## config.mk

```make
export PLATFORM = sky130hd
export DESIGN_NAME = instr_fetch_unit
export DESIGN_NICKNAME = d
export VERILOG_FILES = /design/src/rtl/instr_fetch_unit.sv
export SDC_FILE = /design/constraint.sdc
export NUM_CORES = 1
export LEC_CHECK = 0
export CAP_MARGIN = 5
export CORE_ASPECT_RATIO = 1.1
export CORE_MARGIN = 3
export CORE_UTILIZATION = 44
export DETAILED_ROUTE_END_ITERATION = 12
export PLACE_DENSITY = 0.87
export REMOVE_ABC_BUFFERS = 1
export SLEW_MARGIN = 25
export SYNTH_ARGS = -nofsm -noshare
export SYNTH_HDL_FRONTEND = slang
export SYNTH_SLANG_ARGS = --single-unit
```

## constraint.sdc

```tcl
create_clock -name clk -period 3 [get_ports clk]
set_clock_uncertainty 0.2 [all_clocks]
set_input_delay 0.45 -clock clk [delete_from_list [all_inputs] [get_ports clk]]
set_output_delay 0.45 -clock clk [all_outputs]
set_load 0.05 [all_outputs]
```

## src/rtl/instr_fetch_unit.sv

```systemverilog
// instr_fetch_unit -- single-outstanding instruction fetch FSM.
// Issues one memory request at a time at the current PC and holds the returned
// word for decode until it is consumed. Decode consuming the word pulses load
// so the PC register advances. A flush redirect discards in-flight or held data.
// A response timeout in WAIT/DRAIN latches a terminal fault until reset.
// Optional feature macro: FETCH_MISALIGN_CHECK_EN. When it is defined, a
// misaligned PC seen in REQ faults without issuing a request.
`timescale 1ns/1ps
module instr_fetch_unit #(
  parameter int unsigned TIMEOUT_CYCLES = 255,
  parameter logic [31:0] RESET_INSTR    = 32'h0000_0013
) (
  input  logic        clk,
  input  logic        Areset,
  input  logic [31:0] PC,
  output logic        load,
  output logic        imem_req,
  output logic [31:0] imem_addr,
  input  logic        imem_gnt,
  input  logic        imem_rvalid,
  input  logic [31:0] imem_rdata,
  output logic [31:0] instr,
  output logic        instr_valid,
  input  logic        core_ready,
  input  logic        flush,
  output logic        fetch_fault
);

  typedef enum logic [2:0] {
    IDLE  = 3'd0,
    REQ   = 3'd1,
    WAIT  = 3'd2,
    VALID = 3'd3,
    DRAIN = 3'd4,
    FAULT = 3'd5
  } state_t;

  // Last count value still inside the timeout window
  localparam logic [15:0] LP_CNT_LAST = 16'(TIMEOUT_CYCLES - 1);

  state_t      r_state;
  logic [15:0] r_cnt;
  logic [31:0] r_instr;
  logic        r_instr_valid;
  logic        r_fault;
  logic        w_misalign;
  logic        w_timeout;

`ifdef FETCH_MISALIGN_CHECK_EN
  assign w_misalign = (PC[1:0] != 2'b00);
`else
  assign w_misalign = 1'b0;
`endif

  assign w_timeout = (r_cnt >= LP_CNT_LAST);

  // Request, address and advance strobe track the live state and inputs
  always_comb begin
    imem_req  = 1'b0;
    imem_addr = 32'h0;
    load      = 1'b0;
    if (r_state == REQ && !w_misalign) begin
      imem_req  = 1'b1;
      // Clearing the low bits gives word alignment; only aligned PCs get here when the check is on
      imem_addr = PC & 32'hFFFF_FFFC;
    end
    if (r_state == VALID && core_ready && !flush)
      load = 1'b1;
  end

  assign instr       = r_instr;
  assign instr_valid = r_instr_valid;
  assign fetch_fault = r_fault;

  // Fetch sequencer: state, wait counter, and the registered decode and fault outputs
  always_ff @(posedge clk or negedge Areset) begin
    if (!Areset) begin
      r_state       <= IDLE;
      r_cnt         <= 16'h0;
      r_instr       <= RESET_INSTR;
      r_instr_valid <= 1'b0;
      r_fault       <= 1'b0;
    end else begin
      case (r_state)
        IDLE: r_state <= REQ;
        REQ: begin
          if (w_misalign) begin
            r_state <= FAULT;
            r_fault <= 1'b1;
          end else if (imem_gnt) begin
            r_state <= WAIT;
            r_cnt   <= 16'h0;
          end
        end
        WAIT: begin
          if (flush) begin
            // A beat that coincides with the flush is already stale, so skip DRAIN
            if (imem_rvalid) begin
              r_state <= REQ;
              r_cnt   <= 16'h0;
            end else begin
              r_state <= DRAIN;
              r_cnt   <= r_cnt + 16'd1;
            end
          end else if (imem_rvalid) begin
            r_state       <= VALID;
            r_instr       <= imem_rdata;
            r_instr_valid <= 1'b1;
            r_cnt         <= 16'h0;
          end else if (w_timeout) begin
            r_state <= FAULT;
            r_fault <= 1'b1;
          end else begin
            r_cnt <= r_cnt + 16'd1;
          end
        end
        DRAIN: begin
          if (imem_rvalid) begin
            r_state <= REQ;
            r_cnt   <= 16'h0;
          end else if (w_timeout) begin
            r_state <= FAULT;
            r_fault <= 1'b1;
          end else begin
            r_cnt <= r_cnt + 16'd1;
          end
        end
        VALID: begin
          // Flush and consume both release the word; only consume pulses load
          if (flush || core_ready) begin
            r_state       <= REQ;
            r_instr       <= RESET_INSTR;
            r_instr_valid <= 1'b0;
          end
        end
        FAULT: r_state <= FAULT;
        default: r_state <= IDLE;
      endcase
    end
  end

endmodule

```

Wiring heat map:
16 x 18 tiles, from white (low) to dark blue (high), scaled to the fullest tile. Values are wire area over tile area, all layers added.
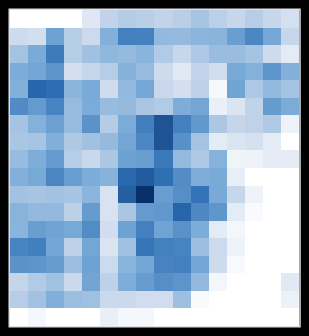
mean over tiles = 0.18
nearly empty tiles = 14%
emptiest ninth of the die = bottom right
densest ninth of the die = middle
total vias in the final route: 2587
overall track demand over capacity in global routing: 0.218
post-detailed-routing wire length: 8160 um
Wirelength per Cell: 17.2 um

Routed metal, one colour a layer:
Scale bar: 20 um. Two of the layers only.
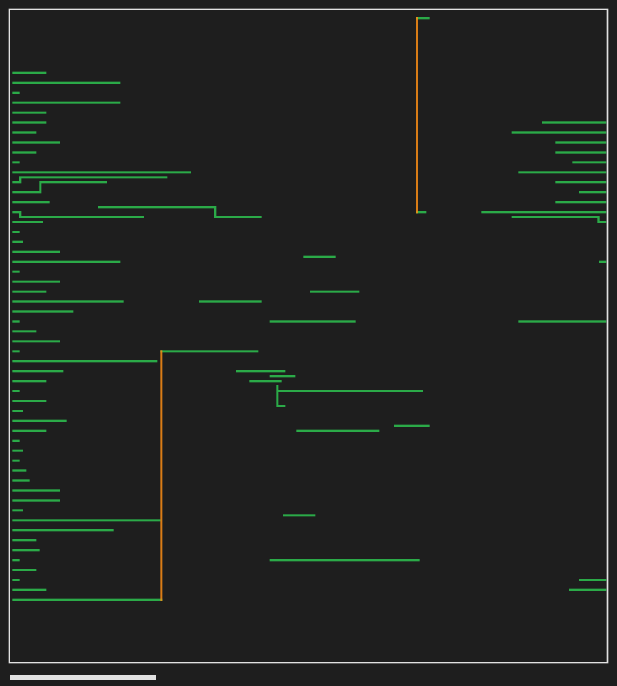
orange -> met4  # wire length 60.5 um
green -> met3  # wire length 612 um

==> writeup.txt <==
The run finished with clean final reports. The global-route wire length before repair is 12400 um. The share of the cycle needed by the critical path after routing was 0.964. Counting the warning lines in the Yosys log gives 0. The run gives 0 for the post-CTS setup repair buffer count. The logs give 466 for the instance count after placement with tap cells included and 0.0635 for the fraction of met3 tracks used by global routing. The run gives 0.522 for the switching part of the total power. The path category of the worst min-delay check was flop to flop.

The run gives 0.268 for the global routing met1 resource utilization. The portion of the post-synthesis area used by sequential elements was 0.481. For reference, the post-synthesis area per instance comes to 10.3 um^2.

The run gives 30 for the highest fanout seen on the critical path. For the clock network fraction of total power, the log shows 0.111. The final count of negative-setup-slack endpoints is 0. The run gives 0 ns for the total negative slack.

The group with the largest share of power is combinational cells. The number of global-route vias before repair was 2607. Listed in order, past its start point the critical path passes nor3_2 > buf_4 > clkdlybuf4s50_1. With the critical path required time at 2.35 ns, the post-cts hold buffer count is 1. The tool warning count for the run is 28. The run gives 0 for the number of antenna violations at the first check in global routing. The sequential logic power came out at 1110 uW. The timing report shows that the slowest cell on the worst path is clkdlybuf4s50_1.

The number of standard cells reported by yosys was 268. Per the cell usage report, the commonest logic cell in the layout is clkdlybuf4s50_1.
## sequential cells by signal, indices dropped and copies added, names as in the netlist
name / cells
instr_valid: 1
fetch_fault: 1
instr: 32
r_cnt: 16
r_state: 3
## metal layers
metal | up-vias | share of wire
met1 | 1239 | 0.41
met2 | 98 | 0.51
met3 | 4 | 0.075
met4 | 0 | 0.0074
met5 | - | 0
li1 | 1246 | -
## kinds of logic (layout without fill, tap and decap cells)
| group | count (synthesis) | count (layout) | share of synthesized area |
|---|---|---|---|
| and+or+nand+nor | 97 | 97 | 0.213 |
| AOI/OAI and AO/OA | 88 | 88 | 0.245 |
| DFF | 53 | 53 | 0.481 |
| buffers and inverters | 27 | 156 | 0.0511 |
| adders and majority gates | 2 | 2 | 0.00904 |
| other | 1 | 2 | 0.00135 |
Power figures rest on the tool's default switching activity, not on a simulated workload.
